**config.mk**
```make
export PLATFORM = sky130hd
export DESIGN_NAME = cmp_result_rx_flat
export DESIGN_NICKNAME = d
export VERILOG_FILES = /design/src/rtl/cmp_result_rx_if.sv /design/src/rtl/cmp_result_rx.sv /design/src/flat_wrapper.sv
export SDC_FILE = /design/constraint.sdc
export NUM_CORES = 1
export LEC_CHECK = 0
export ABC_AREA = 1
export CORE_ASPECT_RATIO = 1.4
export CORE_UTILIZATION = 56
export DETAILED_ROUTE_END_ITERATION = 6
export PLACE_DENSITY = 0.81
export SLEW_MARGIN = 20
export SYNTH_ARGS = -nofsm -noshare
export SYNTH_HDL_FRONTEND = slang
export SYNTH_SLANG_ARGS = --single-unit
```
**constraint.sdc**
```tcl
create_clock -name clk -period 2.2 [get_ports clk]
set_input_delay 0.33 -clock clk [delete_from_list [all_inputs] [get_ports clk]]
set_output_delay 0.33 -clock clk [all_outputs]
set_load 0.03 [all_outputs]
```
**src/rtl/cmp_result_rx_if.sv**
```systemverilog
// Stream interface for cmp_result_rx: an inbound {OUT1, OUT2} result-word
// stream and an outbound decoded-entry stream, each with valid/ready.
interface cmp_result_rx_if #(
    parameter int N = 5
);
    logic           in_valid;
    logic           in_ready;
    logic [2*N-1:0] in_out1;
    logic [2*N-1:0] in_out2;

    logic           out_valid;
    logic           out_ready;
    logic [N-1:0]   max_val;
    logic [N-1:0]   pair_hi;
    logic [N-1:0]   pair_lo;
    logic [1:0]     kind;

    modport slave (
        input  in_valid, in_out1, in_out2, out_ready,
        output in_ready, out_valid, max_val, pair_hi, pair_lo, kind
    );

    modport master (
        output in_valid, in_out1, in_out2, out_ready,
        input  in_ready, out_valid, max_val, pair_hi, pair_lo, kind
    );
endinterface

```
**src/rtl/cmp_result_rx.sv**
```systemverilog
// Comparator result receiver: classifies {OUT1, OUT2} words, buffers decoded
// entries in a circular FIFO and keeps saturating accept/malformed counters.
module cmp_result_rx #(
    parameter int N     = 5,
    parameter int DEPTH = 4,
    parameter int CW    = 16
) (
    input  logic                     clk,
    input  logic                     rst_n,
    cmp_result_rx_if.slave           bus,
    output logic [$clog2(DEPTH):0]   level,
    input  logic                     clr_stats,
    output logic [CW-1:0]            cnt_words,
    output logic [CW-1:0]            cnt_bad
);
    localparam int AW = $clog2(DEPTH);
    localparam int EW = 3 * N + 2;
    localparam int EQ_SHIFT = 4;
    localparam logic [AW:0]   LVL_FULL = (AW + 1)'(DEPTH);
    localparam logic [CW-1:0] CNT_MAX  = {CW{1'b1}};

    typedef enum logic [1:0] {
        KIND_TIE = 2'd0,
        KIND_EQ  = 2'd1,
        KIND_MAX = 2'd2,
        KIND_BAD = 2'd3
    } kind_e;

    logic [EW-1:0]   mem_q [DEPTH];
    logic [AW-1:0]   wr_ptr_q, rd_ptr_q;
    logic [AW:0]     level_q, level_d;
    logic [CW-1:0]   cnt_words_q, cnt_words_d;
    logic [CW-1:0]   cnt_bad_q, cnt_bad_d;

    kind_e           cls_kind_s;
    logic [N-1:0]    cls_max_s, cls_hi_s, cls_lo_s;
    logic            push_s, pop_s;
    logic [EW-1:0]   head_s;

    assign bus.in_ready  = (level_q != LVL_FULL);
    assign bus.out_valid = (level_q != '0);
    assign push_s        = bus.in_valid & bus.in_ready;
    assign pop_s         = bus.out_valid & bus.out_ready;

    // Classify the incoming word; first matching rule wins.
    always_comb begin
        cls_kind_s = KIND_MAX;
        cls_max_s  = bus.in_out1[N-1:0];
        cls_hi_s   = bus.in_out2[2*N-1:N];
        cls_lo_s   = bus.in_out2[N-1:0];
        if ((bus.in_out1 == '0) && (bus.in_out2 == '0)) begin
            cls_kind_s = KIND_TIE;
            cls_max_s  = '0;
            cls_hi_s   = '0;
            cls_lo_s   = '0;
        end else if ((bus.in_out1[1:0] == 2'b00) && (bus.in_out1[2*N-1:N+2] == '0) &&
                     (bus.in_out2 == (bus.in_out1 >> EQ_SHIFT))) begin
            // ALL_EQUAL deliberately shadows MAX words of the same shape
            cls_kind_s = KIND_EQ;
            cls_max_s  = bus.in_out1[N+1:2];
            cls_hi_s   = bus.in_out1[N+1:2];
            cls_lo_s   = bus.in_out1[N+1:2];
        end else if (bus.in_out1[2*N-1:N] != {N{bus.in_out1[N-1]}}) begin
            cls_kind_s = KIND_BAD;
        end else begin
            cls_kind_s = KIND_MAX;
        end
    end

    // Occupancy next state; simultaneous push and pop leave it unchanged.
    always_comb begin
        level_d = level_q;
        case ({push_s, pop_s})
            2'b10:   level_d = level_q + (AW + 1)'(1'b1);
            2'b01:   level_d = level_q - (AW + 1)'(1'b1);
            default: level_d = level_q;
        endcase
    end

    // Statistics next state; a clear wins over a same-cycle increment.
    always_comb begin
        cnt_words_d = cnt_words_q;
        cnt_bad_d   = cnt_bad_q;
        if (clr_stats) begin
            cnt_words_d = '0;
            cnt_bad_d   = '0;
        end else if (push_s) begin
            if (cnt_words_q != CNT_MAX) begin
                cnt_words_d = cnt_words_q + CW'(1'b1);
            end else begin
                cnt_words_d = cnt_words_q;
            end
            if ((cls_kind_s == KIND_BAD) && (cnt_bad_q != CNT_MAX)) begin
                cnt_bad_d = cnt_bad_q + CW'(1'b1);
            end else begin
                cnt_bad_d = cnt_bad_q;
            end
        end else begin
            cnt_words_d = cnt_words_q;
            cnt_bad_d   = cnt_bad_q;
        end
    end

    // FIFO storage, pointers, occupancy and counters.
    always_ff @(posedge clk or negedge rst_n) begin
        if (!rst_n) begin
            for (int i = 0; i < DEPTH; i++) begin
                mem_q[i] <= '0;
            end
            wr_ptr_q    <= '0;
            rd_ptr_q    <= '0;
            level_q     <= '0;
            cnt_words_q <= '0;
            cnt_bad_q   <= '0;
        end else begin
            if (push_s) begin
                mem_q[wr_ptr_q] <= {cls_kind_s, cls_max_s, cls_hi_s, cls_lo_s};
                wr_ptr_q        <= wr_ptr_q + AW'(1'b1);
            end
            if (pop_s) begin
                rd_ptr_q <= rd_ptr_q + AW'(1'b1);
            end
            level_q     <= level_d;
            cnt_words_q <= cnt_words_d;
            cnt_bad_q   <= cnt_bad_d;
        end
    end

    assign head_s      = mem_q[rd_ptr_q];
    assign bus.kind    = head_s[EW-1:3*N];
    assign bus.max_val = head_s[3*N-1:2*N];
    assign bus.pair_hi = head_s[2*N-1:N];
    assign bus.pair_lo = head_s[N-1:0];
    assign level       = level_q;
    assign cnt_words   = cnt_words_q;
    assign cnt_bad     = cnt_bad_q;
endmodule

```
**src/flat_wrapper.sv**
```systemverilog
// flat-port wrapper written by rule: the top's interface ports become plain ports
module cmp_result_rx_flat 
#(
    parameter int N     = 5,
    parameter int DEPTH = 4,
    parameter int CW    = 16
)
  (clk, rst_n, level, clr_stats, cnt_words, cnt_bad, bus_in_valid, bus_in_out1, bus_in_out2, bus_out_ready, bus_in_ready, bus_out_valid, bus_max_val, bus_pair_hi, bus_pair_lo, bus_kind);
  cmp_result_rx_if #(.N(N)) bus_i ();
  input  logic clk;
  input  logic rst_n;
  output logic [$clog2(DEPTH):0] level;
  input  logic clr_stats;
  output logic [CW-1:0] cnt_words;
  output logic [CW-1:0] cnt_bad;
  input wire logic [$bits(bus_i.in_valid)-1:0] bus_in_valid;
  input wire logic [$bits(bus_i.in_out1)-1:0] bus_in_out1;
  input wire logic [$bits(bus_i.in_out2)-1:0] bus_in_out2;
  input wire logic [$bits(bus_i.out_ready)-1:0] bus_out_ready;
  output wire logic [$bits(bus_i.in_ready)-1:0] bus_in_ready;
  output wire logic [$bits(bus_i.out_valid)-1:0] bus_out_valid;
  output wire logic [$bits(bus_i.max_val)-1:0] bus_max_val;
  output wire logic [$bits(bus_i.pair_hi)-1:0] bus_pair_hi;
  output wire logic [$bits(bus_i.pair_lo)-1:0] bus_pair_lo;
  output wire logic [$bits(bus_i.kind)-1:0] bus_kind;
  assign bus_i.in_valid = bus_in_valid;
  assign bus_i.in_out1 = bus_in_out1;
  assign bus_i.in_out2 = bus_in_out2;
  assign bus_i.out_ready = bus_out_ready;
  assign bus_in_ready = bus_i.in_ready;
  assign bus_out_valid = bus_i.out_valid;
  assign bus_max_val = bus_i.max_val;
  assign bus_pair_hi = bus_i.pair_hi;
  assign bus_pair_lo = bus_i.pair_lo;
  assign bus_kind = bus_i.kind;
  cmp_result_rx #(.N(N), .DEPTH(DEPTH), .CW(CW)) u_core (.clk(clk), .rst_n(rst_n), .bus(bus_i), .level(level), .clr_stats(clr_stats), .cnt_words(cnt_words), .cnt_bad(cnt_bad));
endmodule
```
### Routing congestion

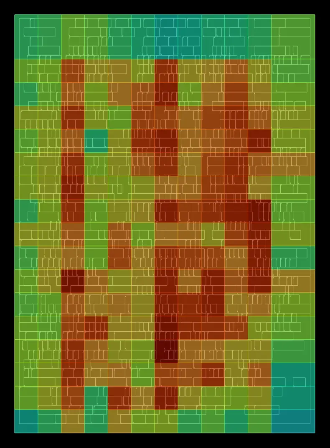
met3 usage: 4.81%
met2 Usage GRT: 52.9%
Core Util, Final: 70.5%
Top Usage Layer GRT: met2
DR WL/cell: 15.1 um

### Cell sizes after repair

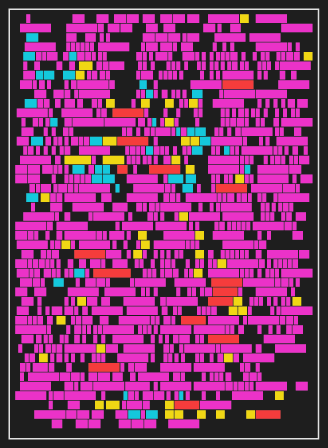
Key: cyan = _2 cells [cells 38, share 4.3%, most used nand3_2]; red = _6 and larger [cells 16, share 1.8%, most used clkbuf_16]; magenta = _0 and _1 cells [cells 782, share 89%, most used nand2_1]; yellow = _3 and _4 cells [cells 45, share 5.1%, most used buf_4]
Worst Slack Setup Final: 139 ps
Layout area overhead: 22.9%
finished layout cell area: 7260 sq um
nonclk buf count: 113

### Sequential cells grouped by signal name

Other sequential cells in the stronger gray, the rest of the logic in the fainter gray.
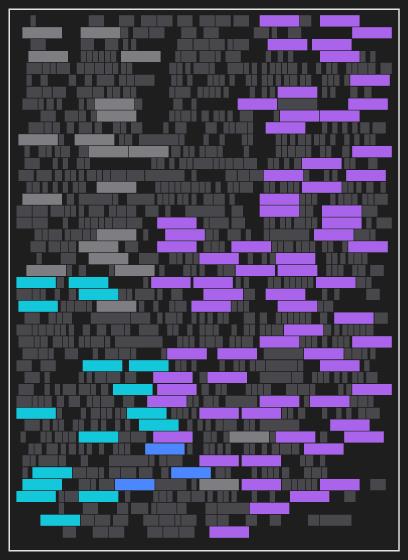
Key: cyan = u_core.cnt_words [placed flops 16]; purple = u_core.mem_q [placed flops 68]; blue = u_core.level [placed flops 3]
Another 20 sequential cells are not colored.

### Placement density heat map

9 x 12 tiles, from black (low) to pale yellow (high), 0 to 100% covered.
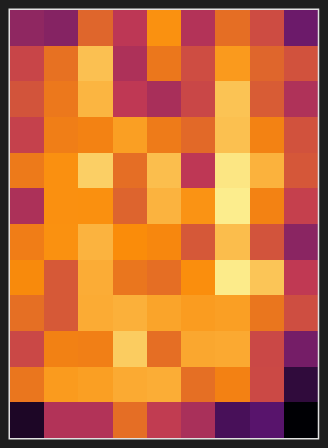
0.90% of the tiles are nearly empty. The emptiest ninth of the die: south-east. The fullest tile reaches 96%. 33% of the tiles are over 75% full. The mean over all tiles is 65%.
fp util: 57.4%
Core Area: 10300 sq um

==> flow_summary.toml <==
# flow metrics
[worst_setup_path]
crit_path_max_fanout = 22
worstSetupPathType = "flop to output pin"
critPathCaptureType = "output pin"
required_ps = 1870

[placement]
place_area_sq_um = 6970
dp_hpwl_mm = 10.9

[yosys]
ys_area_sq_um = 5910
synth_cells = 785
synthTopLogicFamily = "simple AND/OR/NAND/NOR gates"
ys_cells = 785
yosysTopAreaCellShare_pct = 45.3
syn_area_sq_um = 5910
ys.flops = 107
yosys.area_share.aoi_pct = 9.40
syn-num-nets = 819
ys_seq_share_pct = 45.3
muxShareOfSynthArea_pct = 0
synthFlopType = "dfrtp_1"
xor_area_share_pct = 3.11

[detailed_routing]
ant_nets = 0
wl_mm = 15.4
first_pass_iters = 5
drc = 0
vias = 5556
vias_per_cell = 5.45

[cells_and_area]
lay_top_count = "nand2_1"
antenna_cells = 0
max_flop_register = "u_core.mem_q"
drive_gt1_share_pct = 11.2
final_cell_mix = "303 x nand2_1, 107 x dfrtp_1, 67 x nor2_1, 60 x clkdlybuf4s50_1, 59 x inv_1"
fillerInstances = 894

[power]
pwr_density_cell_nw_per_um2 = 1200
p_leak_nw = 3.73

[timing]
setup_viol = 0
max_slew.worst_pin.slew_ps = 552
fin_worst_skew_ps = 7.10
slew_headroom_pct = 63.2
tns_ps = 0
fmax_mhz = 485
hold_slack_ps = 474
slew_violations = 0
period_minus_slack_ps = 2060

[global_routing]
grt_pass1_wl_mm = 25.0
grt.total_usage_pct = 29.8
grt_max_degree = 51
grt_pass1_vias = 5497
grt_overflow = 0

[cts]
numCtsBuffers = 9
tritoncts = "yes"
cts_resized = 8
clockBufferDepth = 2
clock_latency_ps = 350
ctsHoldBuffers = 1
path_clk_slew_ps = 70
h-tree-depth = 3

[floorplan]
io_pins = 79
die_area_sq_um = 11000
die_h_um = 124

[run_status]
status = "completed"

[job]
max_cap_viol_count = 0
==> metal layers <==
layer / part of all wire [%] / vias to the layer above / global-route usage (%)
met5: 0 / - / 0
met4: 2.9 / 0 / 14.5
met3: 4.7 / 39 / 4.81
met2: 54 / 163 / 52.9
met1: 39 / 2680 / 34.5
li1: - / 2674 / -
==> path summary, 6_finish.rpt <==
path,startpoint,to,slack [ps],cells past startpoint
max in group asynchronous,rst_n,u_core.wr_ptr_q[0],1010,3
max,u_core.rd_ptr_q[0],bus_pair_lo[0],140,6
min in group asynchronous,rst_n,u_core.rd_ptr_q[0],520,2
min,u_core.mem_q[48],u_core.mem_q[48],470,2
min reg2reg,u_core.mem_q[48],u_core.mem_q[48],470,2
max reg2reg,u_core.level[1],u_core.level[2],260,9
==> critical path, stage by stage, from the launching register on <==
cell	delay, ps
dfrtp_1	420
inv_2	130
buf_12	170
buf_4	150
nor2_1	40
o22ai_1	260
buf_4	220
==> power breakdown <==
part | internal, mW | switching (mW)
Sequential | 2.64 | 0.391
Combinational | 1.49 | 2.59
Clock | 0.880 | 0.715
==> final cells by class <==
cell class	instances	area share (%)
well taps	138	2.38
multi-input cells	582	38.8
clock inverters	4	0.707
repair buffers	113	14.7
flip-flops and latches	107	36.9
clock buffers	11	3.21
inverters	64	3.31
==> through the flow <==
| stage | power, mW | cells |
|---|---|---|
| after global placement | 7.06 | 1003 |
| after global routing | 9.27 | 1019 |
| after floorplan | 5.61 | 785 |
| final | 8.71 | 1019 |
| after CTS | 8.71 | 1019 |
| after detailed placement | 7.20 | 1003 |
==> cell usage after synthesis (all sizes together), types with 2 or more instances <==
cell,n
a21oi,2
a31o,3
buf,21
clkbuf,11
dfrtp,107
ha,8
inv,64
nand2,306
nand3,58
nand4,9
nor2,75
nor3,6
o21ai,64
o22ai,18
o31ai,7
xor2,20
No activity file was given, so power comes from the tool's default toggle rates.
